### src/rtl/mem_access_ctrl_if.sv
// mem_access_ctrl_if: M-stage pipeline inputs plus the req/ack memory bus for mem_access_ctrl.
interface mem_access_ctrl_if;
    logic        M_valid;
    logic [3:0]  M_icode;
    logic [63:0] M_valE;
    logic [63:0] M_valA;
    logic [63:0] M_valP;
    logic [2:0]  M_stat;
    logic        mem_req;
    logic        mem_we;
    logic [63:0] mem_addr;
    logic [63:0] mem_wdata;
    logic        mem_ack;
    logic [63:0] mem_rdata;
    logic        mem_err;
    logic [63:0] m_valM;
    logic [2:0]  m_stat;
    logic        m_stall;
    modport master (
        input  M_valid, M_icode, M_valE, M_valA, M_valP, M_stat, mem_ack, mem_rdata, mem_err,
        output mem_req, mem_we, mem_addr, mem_wdata, m_valM, m_stat, m_stall
    );
    modport slave (
        output M_valid, M_icode, M_valE, M_valA, M_valP, M_stat, mem_ack, mem_rdata, mem_err,
        input  mem_req, mem_we, mem_addr, mem_wdata, m_valM, m_stat, m_stall
    );
endinterface

### src/rtl/mem_access_ctrl.sv
// mem_access_ctrl: M-stage initiator running req/ack transactions to a multi-cycle data memory.
module mem_access_ctrl #(
    parameter int MEM_WORDS = 258,
    parameter int TIMEOUT   = 16,
    parameter int CNT_W     = 5
) (
    input logic clk,
    input logic reset,
    mem_access_ctrl_if.master bus
);
    localparam logic [2:0] SAOK = 3'd1;
    localparam logic [2:0] SADR = 3'd3;
    typedef enum logic [1:0] {IDLE, BUSY, DONE} state_t;
    state_t            state_q;
    logic              req_q, we_q, err_q;
    logic [63:0]       addr_q, wdata_q, valm_q;
    logic [CNT_W-1:0]  cnt_q;
    logic              is_wr, is_rd, access, in_range;
    logic [63:0]       addr_d, wdata_d;
    always_comb begin
        is_wr    = bus.M_icode inside {4'h4, 4'h8, 4'hA};
        is_rd    = bus.M_icode inside {4'h5, 4'h9, 4'hB};
        addr_d   = (bus.M_icode == 4'h9 || bus.M_icode == 4'hB) ? bus.M_valA : bus.M_valE;
        wdata_d  = (bus.M_icode == 4'h8) ? bus.M_valP : bus.M_valA;
        access   = bus.M_valid & (is_wr | is_rd) & (bus.M_stat == SAOK);
        in_range = addr_d < 64'(MEM_WORDS);
    end
    assign bus.mem_req   = req_q;
    assign bus.mem_we    = we_q;
    assign bus.mem_addr  = addr_q;
    assign bus.mem_wdata = wdata_q;
    assign bus.m_valM    = valm_q;
    assign bus.m_stall   = (state_q == IDLE && access) || state_q == BUSY;
    assign bus.m_stat    = (state_q == DONE) ? (err_q ? SADR : SAOK) : bus.M_stat;
    always_ff @(posedge clk) begin
        if (reset) begin
            state_q <= IDLE;
            req_q   <= 1'b0;
            we_q    <= 1'b0;
            addr_q  <= '0;
            wdata_q <= '0;
            valm_q  <= '0;
            cnt_q   <= '0;
            err_q   <= 1'b0;
        end else begin
            case (state_q)
                IDLE: if (access) begin
                    if (in_range) begin
                        req_q   <= 1'b1;
                        we_q    <= is_wr;
                        addr_q  <= addr_d;
                        wdata_q <= wdata_d;
                        cnt_q   <= '0;
                        state_q <= BUSY;
                    end else begin
                        err_q   <= 1'b1;
                        state_q <= DONE;
                    end
                end
                BUSY: if (bus.mem_ack) begin
                    req_q   <= 1'b0;
                    valm_q  <= we_q ? valm_q : bus.mem_rdata;
                    err_q   <= bus.mem_err;
                    state_q <= DONE;
                end else if (cnt_q == CNT_W'(TIMEOUT - 1)) begin
                    req_q   <= 1'b0;
                    err_q   <= 1'b1;
                    state_q <= DONE;
                end else begin
                    cnt_q <= cnt_q + 1'b1;
                end
                DONE: begin
                    err_q   <= 1'b0;
                    state_q <= IDLE;
                end
                default: state_q <= IDLE;
            endcase
        end
    end
endmodule

### src/flat_wrapper.sv
// flat-port wrapper written by rule: the top's interface ports become plain ports
module mem_access_ctrl_flat 
#(
    parameter int MEM_WORDS = 258,
    parameter int TIMEOUT   = 16,
    parameter int CNT_W     = 5
)
  (clk, reset, bus_M_valid, bus_M_icode, bus_M_valE, bus_M_valA, bus_M_valP, bus_M_stat, bus_mem_ack, bus_mem_rdata, bus_mem_err, bus_mem_req, bus_mem_we, bus_mem_addr, bus_mem_wdata, bus_m_valM, bus_m_stat, bus_m_stall);
  mem_access_ctrl_if bus_i ();
  input logic clk;
  input logic reset;
  input wire logic [$bits(bus_i.M_valid)-1:0] bus_M_valid;
  input wire logic [$bits(bus_i.M_icode)-1:0] bus_M_icode;
  input wire logic [$bits(bus_i.M_valE)-1:0] bus_M_valE;
  input wire logic [$bits(bus_i.M_valA)-1:0] bus_M_valA;
  input wire logic [$bits(bus_i.M_valP)-1:0] bus_M_valP;
  input wire logic [$bits(bus_i.M_stat)-1:0] bus_M_stat;
  input wire logic [$bits(bus_i.mem_ack)-1:0] bus_mem_ack;
  input wire logic [$bits(bus_i.mem_rdata)-1:0] bus_mem_rdata;
  input wire logic [$bits(bus_i.mem_err)-1:0] bus_mem_err;
  output wire logic [$bits(bus_i.mem_req)-1:0] bus_mem_req;
  output wire logic [$bits(bus_i.mem_we)-1:0] bus_mem_we;
  output wire logic [$bits(bus_i.mem_addr)-1:0] bus_mem_addr;
  output wire logic [$bits(bus_i.mem_wdata)-1:0] bus_mem_wdata;
  output wire logic [$bits(bus_i.m_valM)-1:0] bus_m_valM;
  output wire logic [$bits(bus_i.m_stat)-1:0] bus_m_stat;
  output wire logic [$bits(bus_i.m_stall)-1:0] bus_m_stall;
  assign bus_i.M_valid = bus_M_valid;
  assign bus_i.M_icode = bus_M_icode;
  assign bus_i.M_valE = bus_M_valE;
  assign bus_i.M_valA = bus_M_valA;
  assign bus_i.M_valP = bus_M_valP;
  assign bus_i.M_stat = bus_M_stat;
  assign bus_i.mem_ack = bus_mem_ack;
  assign bus_i.mem_rdata = bus_mem_rdata;
  assign bus_i.mem_err = bus_mem_err;
  assign bus_mem_req = bus_i.mem_req;
  assign bus_mem_we = bus_i.mem_we;
  assign bus_mem_addr = bus_i.mem_addr;
  assign bus_mem_wdata = bus_i.mem_wdata;
  assign bus_m_valM = bus_i.m_valM;
  assign bus_m_stat = bus_i.m_stat;
  assign bus_m_stall = bus_i.m_stall;
  mem_access_ctrl #(.MEM_WORDS(MEM_WORDS), .TIMEOUT(TIMEOUT), .CNT_W(CNT_W)) u_core (.clk(clk), .reset(reset), .bus(bus_i));
endmodule
### config.mk
export PLATFORM = sky130hd
export DESIGN_NAME = mem_access_ctrl_flat
export DESIGN_NICKNAME = d
export VERILOG_FILES = /design/src/rtl/mem_access_ctrl_if.sv /design/src/rtl/mem_access_ctrl.sv /design/src/flat_wrapper.sv
export SDC_FILE = /design/constraint.sdc
export NUM_CORES = 1
export LEC_CHECK = 0
export CORE_AREA = 2 2 184 186
export CTS_CLUSTER_DIAMETER = 40
export DETAILED_ROUTE_END_ITERATION = 6
export DIE_AREA = 0 0 186 188
export RECOVER_POWER = 50
export SYNTH_ARGS = -nofsm -noshare
export SYNTH_HDL_FRONTEND = slang
export SYNTH_SLANG_ARGS = --single-unit
### constraint.sdc
create_clock -name clk -period 2.26 [get_ports clk]
set_input_delay 0.452 -clock clk [delete_from_list [all_inputs] [get_ports clk]]
set_output_delay 0.452 -clock clk [all_outputs]
set_load 0.05 [all_outputs]
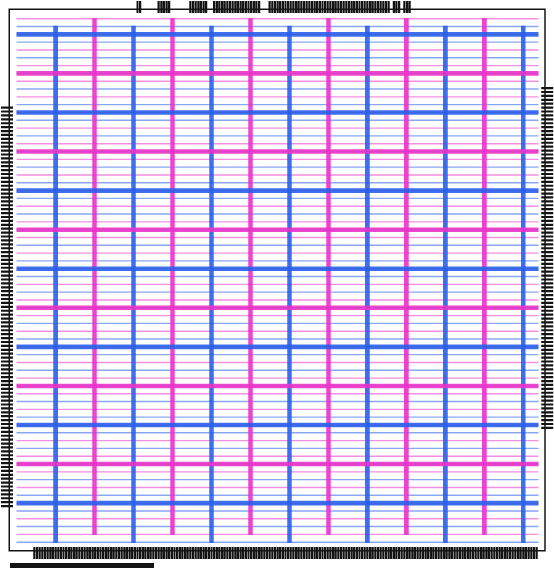
Figure 1: run 1, supply network.
The bar under the picture is 50 um long. Pins as bars on the die edge.
legend:
  blue:
    net: VSS
  magenta:
    net: VDD
rows: 67
met1 rails: 68
met5 straps: 13
met4 straps: 13

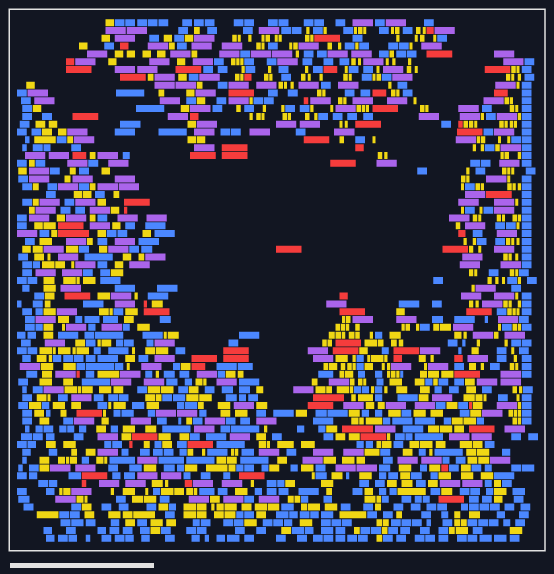
Figure 2: run 1, placed cells, one colour a class.
The bar under the picture is 50 um long.
legend:
  yellow:
    class: all other logic
    cells: 588
    share_of_their_area: 27%
  purple:
    class: flip-flops
    cells: 202
    share_of_their_area: 25%
  red:
    class: clock drivers and dummy loads
    cells: 69
    share_of_their_area: 8.2%
  blue:
    class: other buffers and delay cells
    cells: 607
    share_of_their_area: 40%

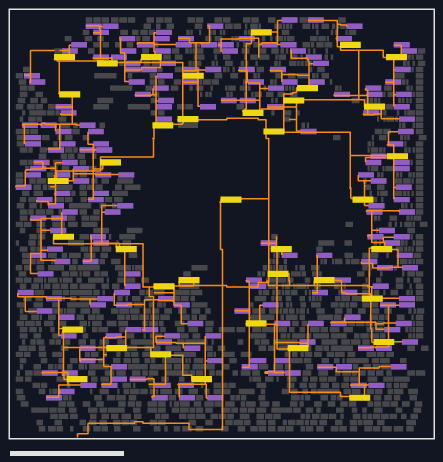
Figure 3: run 1, clock wires, drivers and flops.
The bar under the picture is 50 um long.
legend:
  purple:
    item: flip-flops
    count: 202
  yellow:
    item: cells driving clock nets
    count: 38
  orange:
    item: clock wires
    length: 3,070 um
routed clock nets: 39
flops lie: widely spread

==> results.py, run 1 <==
# Physical implementation metrics
metrics = {
    "outcome": {
        "status": "finished with violations",
        "violations": "setup timing",
    },
    "synthesis": {
        "top_area_cell": "dfxtp_1",
        "synthesis.nets": 1122,
        "netlist_area_um2": 7740,
        "ys_seq_elements": 202,
        "ys_sh_mux_pct": 9.84,
        "top_logic_kind": "simple AND/OR/NAND/NOR gates",
        "postSynthCellCount": 849,
        "ys_top_cells_by_area": "dfxtp_1 52%, mux2i_1 9.7%, a211oi_1 7.2%, nand2_1 6.8%, a21oi_1 4.8%",
        "ys_seq_share_pct": 52.2,
        "top_area_share_pct": 52.2,
        "synthAoiAreaFrac_pct": 13.5,
        "syn_area_per_cell_um2": 9.12,
        "yosys_cells": 849,
        "yosys_area_um2": 7740,
        "ys_warn_count": 0,
        "simple_gate_area_share_pct": 20.0,
    },
    "floorplanning": {
        "rows": 67,
        "die-width_um": 186,
        "die-height_um": 188,
        "core_area_um2": 33100,
        "initial_core_util_pct": 23.4,
        "die_area_um2": 35000,
    },
    "worst_setup_path": {
        "start_kind": "input pin",
        "worstSetupPathType": "in -> reg",
        "startpoint": "bus_M_valE[2]",
        "crit_slowest_cell": "clkdlybuf4s50_1",
        "end_kind": "flop",
        "path_cells": "clkdlybuf4s50_1, nor4_2, nand2_1, nand3_1, o2111ai_2, nor3_4, buf_12, buf_12, buf_8, nor2_4, buf_12, buf_16, and2_4",
        "worst_r2r_startpoint": "u_core.state_q[1]",
        "critPathMostFrequentCell": "buf_12",
        "crit_path_max_fanout": 6,
        "crit_path_max_incr_delay_ps": 510,
        "reg2regPathDepth": 13,
    },
    "place": {
        "gp_congestion": 0.909,
        "placed_area_um2": 13600,
        "portBuffers": 465,
        "hpwl_um": 23900,
    },
    "timing": {
        "finalClockPeriodUsage_pct": 104,
        "finalSetupViolCount": 101,
        "relSlewSlack_pct": 48.4,
        "timing.final.hold_violations": 0,
        "fin_ws_ps": -94.7,
        "skew_ps": 16.1,
        "max_freq_mhz": 425,
    },
    "drt": {
        "remaining_drc_errors": 0,
        "drt-initial-drc-count": 277,
        "drt-wirelength-per-cell_um": 18.4,
        "dr.pass1.iters": 5,
        "drtAntennaViolNets": 0,
        "avgViaCountPerCell": 4.45,
    },
    "hold_path": {
        "min_path_type": "in -> reg",
        "hold_depth": 3,
    },
    "clocking": {
        "ctsHoldBuffers": 0,
        "insertion_delay_ps": 500,
        "cts-root-buf": "clkbuf_16",
        "clockBufferDepth": 3,
        "clk_pin_slew_ps": 50,
        "htreeDepth": 2,
    },
    "power": {
        "ir_worst_vdd_mv": 0.452,
        "p_total_mw": 10.3,
    },
    "grt": {
        "grt_pass1_wl_um": 51900,
        "grt_usage_pct": 19.3,
        "grt_max_degree": 84,
        "grt-ovfl-total": 0,
    },
    "final_layout": {
        "fin_nets": 1710,
        "final_cell_area_um2": 16600,
        "fill_cells": 3051,
        "final_core_util_pct": 50.3,
        "final_layout_size_suffix_gt1_share_pct": 27.2,
    },
    "job": {
        "tool_warnings": 31,
        "drv_cap": 0,
    },
}
-- run 1: layout by cell type (no fill, tap or decap), types with 6 or more instances in the layout --
cell / count
a211oi_1: 19
a211oi_2: 55
a21oi_1: 72
and2_1: 19
and2_4: 37
buf_12: 30
buf_16: 14
buf_4: 84
buf_6: 13
clkbuf_1: 11
clkbuf_16: 43
clkbuf_2: 6
clkdlybuf4s15_1: 12
clkdlybuf4s50_1: 377
dfxtp_1: 202
dlygate4sd2_1: 31
dlymetal6s2s_1: 18
inv_1: 6
mux2i_1: 74
nand2_1: 140
nand4_1: 8
nor2_1: 42
nor2_2: 10
nor2_4: 27
nor4_1: 8
nor4_2: 14
o21ai_0: 9
-- run 1: final timing paths --
| path | slack, ps | to |
|---|---|---|
| worst min-delay path | 310 | u_core.bus.mem_we |
| worst max-delay path | -90 | u_core.bus.mem_addr[40] |
| worst min register to register | 450 | u_core.bus.m_valM[0] |
| worst max register to register | 60 | u_core.bus.mem_addr[40] |
-- run 1: layer usage --
layer / track usage, % / vias to the layer above / wire length [um]
li1: - / 4154 / -
met1: 23.5 / 3979 / 14600
met2: 31.7 / 322 / 16600
met3: 5.90 / 73 / 2810
met4: 7.78 / 0 / 1230
met5: 0 / - / 0
-- run 1: final cells by class --
type,instances,area (um^2),share of cell area [%]
Multi-Input combinational cell,581,4290,25.8
Clock buffer,51,1110,6.69
Clock inverter,18,204,1.23
Antenna cell,1,2.50,0.0150
Inverter,7,26.3,0.158
Sequential cell,202,4040,24.3
Tap cell,448,561,3.37
Timing Repair Buffer,607,6400,38.5
-- run 1: power by group --
part           internal, mW  leakage [nW]  switching (mW)
Combinational         0.596          3.94           0.397
Sequential             3.57          1.63         0.00249
Clock                  3.82         0.632            1.90
-- run 1: critical path: cells and delay by family --
family | cells | cell delay [ps]
buffers and inverters | 6 | 1120
AND/OR/NAND/NOR | 6 | 980
AND-OR/OR-AND | 1 | 170
-- run 1: state kept, by name, summed over array words and instances (netlist names) --
register	cells
u_core.bus.mem_wdata	64
u_core.bus.mem_req	1
u_core.bus.mem_we	1
u_core.cnt_q	5
u_core.state_q	2
u_core.bus.mem_addr	64
u_core.err_q	1
u_core.bus.m_valM	64
-- run 1: Yosys cell counts (all sizes together) --
master and instances:
nor3b 2, nor2b 2, or3 1, nand4b 2, nand2 141, o41ai 1
ha 5, or4 2, o21ai 10, mux2i 75, nor2 79, nor3 5
nand3 3, nand2b 2, nand4 8, mux2 1, a22oi 1, a311oi 1
o21a 1, clkbuf 41, nor4 27, dfxtp 202, a21oi 74, and3 1
a211oi 74, o2111ai 2, and2 56, o31a 1, inv 7, or2 3
buf 18, nand3b 1
-- run 1: timing repair --
action	CTS	global route
buffers inserted	34	8
setup endpoints to repair	139	143
gates resized	293	99
pin swaps	94	65
gates cloned	20	2
-- run 1: stage by stage --
step,hold slack (ps),instances
global route,304,1915
finish,311,1915
floorplan,445,849
CTS,297,1914
detailed placement,443,1795
global placement,441,1795
Figure 4. Placement view (run 1).
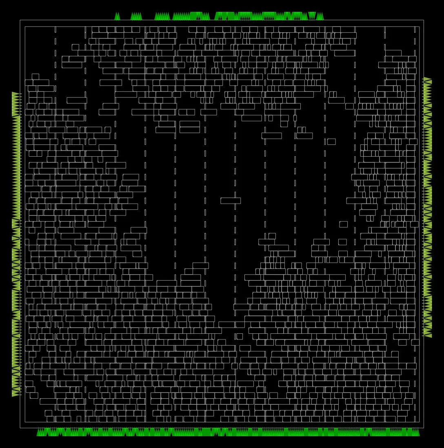

==> run 2: changes to the inputs <==
==> constraint.sdc (replaced) <==
create_clock -name clk -period 2.26 [get_ports clk]
set_input_delay 0.452 -clock clk [delete_from_list [all_inputs] [get_ports clk]]
set_output_delay 0.452 -clock clk [all_outputs]
set_load 0.02 [all_outputs]
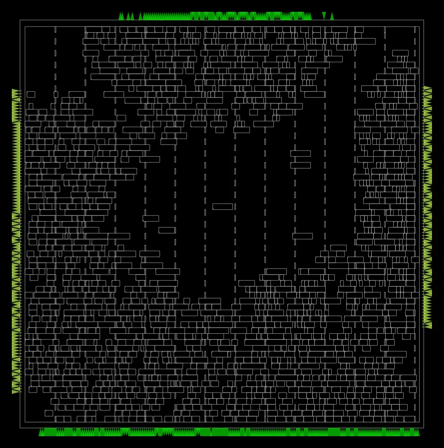
Figure 5: run 2, placement view.
Flop Count: 202
core box area: 33,100 um^2

==> run 2 against run 1 <==
Net effect:
- the flow now finishes without violations
- largest cell class unchanged
- core utilization is 2.4 points lower
- largest power group unchanged
- combinational power is 6.1% lower
- fmax is 6.0% higher
- critical path type unchanged
==> results.py, run 2 <==
# Physical implementation metrics
metrics = {
    "grt": {
        "grt_pass1_wl_um": 48500,
        "antenna_found_initial": 3,
        "grt_usage_pct": 18.1,
        "grt_max_degree": 65,
        "grt-ovfl-total": 0,
        "first_global_vias": 8408,
    },
    "synthesis": {
        "yosys_cells": 849,
        "synthesis.nets": 1122,
        "postSynthCellCount": 849,
        "synth_async_sr_flop_share_pct": 0,
        "dominantRegCellSynth": "dfxtp_1",
        "synthDistinctLibCells": 34,
        "ys_seq_elements": 202,
        "ys_top_cells_by_area": "dfxtp_1 52%, mux2i_1 9.7%, a211oi_1 7.2%, nand2_1 6.8%, a21oi_1 4.8%",
        "syn_area_per_cell_um2": 9.12,
        "ys_top_cells_by_count": "202 x dfxtp_1, 141 x nand2_1, 79 x nor2_1, 75 x mux2i_1",
        "yosys_area_um2": 7740,
        "synth-edff-count": 0,
        "top_area_cell": "dfxtp_1",
        "top_area_share_pct": 52.2,
        "ys_warn_count": 0,
        "yosysMostFrequentCell": "dfxtp_1",
        "netlist_area_um2": 7740,
        "ys_seq_share_pct": 52.2,
    },
    "place": {
        "hpwl_um": 24100,
        "gp_congestion": 0.909,
        "portBuffers": 465,
    },
    "outcome": {
        "status": "finished, final reports clean",
    },
    "worst_setup_path": {
        "crit_family": "simple AND/OR/NAND/NOR gates",
        "critPathBufInv": 3,
        "crit_path_max_fanout": 2,
        "crit_path_max_incr_delay_ps": 500,
        "cp.required_ps": 2680,
        "path_cells": "clkbuf_2, nor4_2, buf_4, nand4_1, mux2i_2, o2111ai_4, buf_4, o21a_1, or4_1, a21oi_1",
        "critPathMostFrequentCell": "buf_4",
        "worstSetupPathType": "in -> reg",
        "arrival_ps": 2640,
        "start_kind": "input pin",
        "crit_slowest_cell": "or4_1",
        "end_kind": "flop",
    },
    "final_layout": {
        "layout.cells.most_common": "clkdlybuf4s50_1",
        "final_layout_size_suffix_gt1_share_pct": 20.6,
        "syn2layout_area_growth_pct": 104,
        "lay_top_cells": "257 x clkdlybuf4s50_1, 202 x dfxtp_1, 141 x nand2_1, 115 x dlygate4sd3_1, 89 x buf_4",
        "fill_cells": 3101,
        "fin_nets": 1696,
    },
    "clocking": {
        "cts-root-buf": "clkbuf_16",
        "clk_pin_slew_ps": 60,
        "cts_tree": "yes",
        "insertion_delay_ps": 500,
        "cts_buffers": 36,
        "clockBufferDepth": 3,
        "htreeDepth": 2,
        "numClockSinks": 202,
    },
    "floorplanning": {
        "die-height_um": 188,
        "die-width_um": 186,
        "die_area_um2": 35000,
        "num_io_pins": 466,
        "rows": 67,
        "initial_core_util_pct": 23.4,
    },
    "job": {
        "drv_cap": 0,
        "tool_warnings": 31,
    },
    "timing": {
        "rsz0062_at_grt": "true",
        "finalMaxSlewViolations": 0,
        "skew_ps": 24.9,
        "max_freq_mhz": 450,
        "timing.final.hold_violations": 0,
        "tightestPinTransition_ps": 689,
        "finalClockPeriodUsage_pct": 98.3,
        "timing.hold.ws_ps": 302,
        "relSlewSlack_pct": 54.1,
        "period_minus_slack_ps": 2220,
        "finalSetupViolCount": 0,
    },
    "drt": {
        "finalWirelength_um": 34000,
        "remaining_drc_errors": 0,
        "drt-initial-drc-count": 271,
        "avgViaCountPerCell": 4.44,
        "drtAntennaViolNets": 0,
        "dr.pass1.iters": 4,
        "vias": 8430,
        "drt-wirelength-per-cell_um": 17.9,
    },
    "power": {
        "p_total_mw": 10.1,
        "p_per_area_nw_per_um2": 636,
        "ir_worst_vdd_mv": 0.479,
        "power.leakage_nw": 6.42,
    },
    "hold_path": {
        "min_path_type": "in -> reg",
    },
}
==> run 2: netlist changes by cell type in the layout (fill, tap and decap cells not counted), moves of 6 or more <==
cell / before / now
clkdlybuf4s50_1: 377 / 257
dlygate4sd3_1: 0 / 115
a211oi_1: 19 / 56
a211oi_2: 55 / 18
nor2_1: 42 / 72
nor2_4: 27 / 2
buf_12: 30 / 11
and2_1: 19 / 34
and2_4: 37 / 22
dlymetal6s2s_1: 18 / 33
clkbuf_1: 11 / 4
buf_16: 14 / 8
==> run 2: power breakdown <==
part / leakage (nW) / internal [mW] / switching (mW)
Clock: 0.605 / 3.73 / 1.84
Combinational: 4.18 / 0.571 / 0.361
Sequential: 1.63 / 3.57 / 0.00545
==> run 2: per-layer routing <==
layer,routed length [um],global-route usage (%),part of all wire (%),vias up
met2,16100,30.0,47,305
met1,13700,21.4,40,3930
met4,1180,7.42,3.5,0
met3,2920,6.04,8.6,75
li1,-,-,-,4120
met5,0,0,0,-
==> run 2: worst register-to-register path, stage by stage, from the launching register on <==
cell     delay, ps
dfxtp_1        320
ha_1           230
and3_1         190
ha_1           160
or3_1          340
a22oi_2        160
inv_1           80
or4_1          470
a21oi_1        140
==> run 2: cell type report <==
class	count	area, um^2	share of cell area (%)
multi-input cells	582	3880	24.5
clock inverters	17	236	1.49
repair buffers	594	6070	38.4
flip-flops and latches	202	4040	25.5
inverters	7	26.3	0.166
well taps	448	561	3.54
diodes	2	5.00	0.0316
clock buffers	46	1010	6.38
==> run 2: logic make-up (layout without fill, tap and decap cells) <==
group | after synthesis | in the layout | synth area share, %
AND-OR/OR-AND | 165 | 165 | 13.5
adder cells (fa/ha/maj) | 5 | 5 | 0.808
buffers and inverters | 66 | 664 | 3.62
flip-flops | 202 | 202 | 52.2
multiplexers | 76 | 76 | 9.84
other | 0 | 2 | 0
AND/OR/NAND/NOR | 335 | 336 | 20.0
==> run 2: final timing paths <==
check,from,endpoint,slack (ps),cells past startpoint
max reg2reg,u_core.cnt_q[0],u_core.cnt_q[2],100,8
min,bus_M_valA[41],u_core.bus.mem_wdata[41],300,3
min reg2reg,u_core.bus.m_valM[0],u_core.bus.m_valM[0],450,2
max,bus_M_valA[61],u_core.cnt_q[2],40,10
==> run 2: what timing repair did <==
item	CTS	global route
gates cloned	12	8
endpoints found under the setup margin	142	139
resized	151	124
hold buffers	0	0
setup buffers	16	4
pin swaps	34	82
==> run 2: per-stage QoR <==
stage	area [um^2]	cells	setup slack (ps)	TNS, ps	util, %
floorplan	7750	849	-29.4	-29.4	-
global placement	13600	1797	-841	-109230	41.0
detailed placement	13600	1797	-947	-120410	41.0
CTS	15500	1887	-18.3	-481	46.8
global route	15800	1897	-35.0	-1400	47.8
finish	15800	1898	37.8	0	47.8
Figure 6. Routed metal, one colour a layer (run 2).
Two of the layers only.
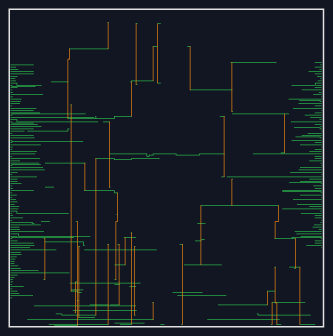

==> run 3: changes to the inputs <==
- CTS_CLUSTER_DIAMETER: 40 -> default
- CTS_CLUSTER_SIZE: default -> 20
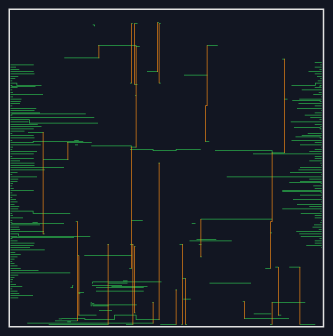
Figure 7: run 3, routed metal, one colour a layer.
Two of the layers only.
legend:
  orange:
    layer: met4
    wire_length: 1,070 um
  green:
    layer: met3
    wire_length: 2,680 um

==> run 3 against run 2 <==
Net effect:
- register-to-register slack about the same
- area after synthesis is the same
- power fell by 14%
- core utilization decreased by 1.5 points
- hold slack better by 15 ps
- critical path type unchanged
- largest power group unchanged
==> results.py, run 3 <==
# Physical implementation metrics
metrics = {
    "outcome": {
        "status": "finished, final reports clean",
    },
    "worst_setup_path": {
        "cp.required_ps": 2710,
        "worstSetupPathType": "in -> reg",
        "crit_path_max_fanout": 2,
        "start_kind": "input pin",
        "reg2regPathDepth": 8,
    },
    "synthesis": {
        "top_logic_kind": "simple AND/OR/NAND/NOR gates",
        "synthAoiAreaFrac_pct": 13.5,
        "yosysMostFrequentCell": "dfxtp_1",
        "yosys_cells": 849,
        "ys_seq_elements": 202,
        "synth_async_sr_flop_share_pct": 0,
        "synthesis.nets": 1122,
        "synthDistinctLibCells": 34,
        "netlist_area_um2": 7740,
        "top_area_cell": "dfxtp_1",
        "simple_gate_area_share_pct": 20.0,
        "top_area_share_pct": 52.2,
        "ys_warn_count": 0,
        "ys_sh_mux_pct": 9.84,
        "dominantRegCellSynth": "dfxtp_1",
        "adder_share_pct": 0.808,
    },
    "job": {
        "drv_cap": 0,
        "tool_warnings": 30,
    },
    "place": {
        "portBuffers": 465,
        "gp_congestion": 0.909,
        "hpwl_um": 24100,
        "placed_area_um2": 13600,
    },
    "floorplanning": {
        "core_area_um2": 33100,
        "die-width_um": 186,
        "num_io_pins": 466,
        "initial_core_util_pct": 23.4,
        "die_area_um2": 35000,
    },
    "final_layout": {
        "fin_nets": 1680,
        "lay_top_cells": "274 x clkdlybuf4s50_1, 202 x dfxtp_1, 141 x nand2_1, 121 x dlygate4sd3_1, 89 x buf_4",
        "final_cell_area_um2": 15300,
        "fill_cells": 3132,
        "layout.cells.most_common": "clkdlybuf4s50_1",
        "syn2layout_area_growth_pct": 98.1,
        "comb_area_um2": 3810,
    },
    "drt": {
        "finalWirelength_um": 33400,
        "dr.pass1.iters": 5,
        "remaining_drc_errors": 0,
        "drt-initial-drc-count": 363,
    },
    "timing": {
        "timing.final.hold_violations": 0,
        "finalSetupViolCount": 0,
        "relSlewSlack_pct": 54.6,
        "finalMaxSlewViolations": 0,
        "skew_ps": 12.3,
        "tightestPinTransition_ps": 681,
        "setup-tns-final_ps": 0,
        "max_freq_mhz": 446,
    },
    "clocking": {
        "htreeDepth": 1,
        "insertion_delay_ps": 530,
        "cts_tree": "yes",
        "cts_buffers": 23,
    },
    "grt": {
        "grt_max_degree": 65,
        "first_global_vias": 8216,
        "grt-ovfl-total": 0,
        "grt_usage_pct": 17.7,
    },
    "power": {
        "pwr-share-seq_pct": 41.1,
        "combPwrFrac_pct": 10.8,
    },
    "hold_path": {
        "min_path_type": "in -> reg",
    },
}
## run 3: through the flow
stage / setup slack (ps) / instances / power [mW] / util (%)
finish: 19.7 / 1873 / 8.69 / 46.3
global placement: -841 / 1797 / 4.54 / 41.0
global route: -11.3 / 1872 / 9.03 / 46.3
CTS: -10.7 / 1861 / 8.80 / 45.1
floorplan: -29.4 / 849 / 3.84 / -
detailed placement: -947 / 1797 / 4.54 / 41.0
## run 3: what timing repair did
action                     in CTS  in global routing
buffers inserted               14                  3
resized                        98                106
gates cloned                    8                  9
setup endpoints to repair     142                141
pin swaps                      24                 46
## run 3: cells by family after synthesis
family                     after synthesis
buffers and inverters                   66
muxes                                   76
AOI/OAI and AO/OA                      165
adders and majority gates                5
DFF                                    202
and+or+nand+nor                        335
## run 3: area by class of cell
class | instances | share of cell area, %
Clock buffer | 27 | 4.05
Timing Repair Buffer | 591 | 39.4
Sequential cell | 202 | 26.4
Multi-Input combinational cell | 582 | 24.9
Tap cell | 448 | 3.65
Antenna cell | 1 | 0.0163
Clock inverter | 15 | 1.53
Inverter | 7 | 0.171
## run 3: path summary, 6_finish.rpt
check / slack (ps) / end / startpoint
min: 320 / u_core.bus.mem_wdata[52] / bus_M_valA[52]
min reg2reg: 450 / u_core.bus.m_valM[0] / u_core.bus.m_valM[0]
max: 20 / u_core.cnt_q[2] / bus_M_valA[15]
max reg2reg: 100 / u_core.cnt_q[2] / u_core.cnt_q[0]
## run 3: metal layers
metal	global-route usage (%)	part of all wire, %
met3	5.05	8.0
met4	6.18	3.2
met2	29.9	48
met5	0	0
met1	21.4	41
## run 3: power by group through the flow
| stage | Sequential [mW] | Clock (mW) | Combinational [mW] |
|---|---|---|---|
| global placement | 3.65 | 0 | 0.892 |
| detailed placement | 3.65 | 0 | 0.894 |
| CTS | 3.57 | 4.32 | 0.911 |
| global route | 3.57 | 4.47 | 0.995 |
| finish | 3.57 | 4.19 | 0.937 |
| floorplan | 3.65 | 0 | 0.198 |
## run 3: critical path: stages
cell	delay (ps)
clkdlybuf4s15_1	190
nor4_2	260
buf_4	150
nand4_1	240
mux2i_4	260
o2111ai_4	170
buf_6	150
o21a_1	170
or4_1	500
a21oi_1	130
No activity file was given, so power comes from the tool's default toggle rates.
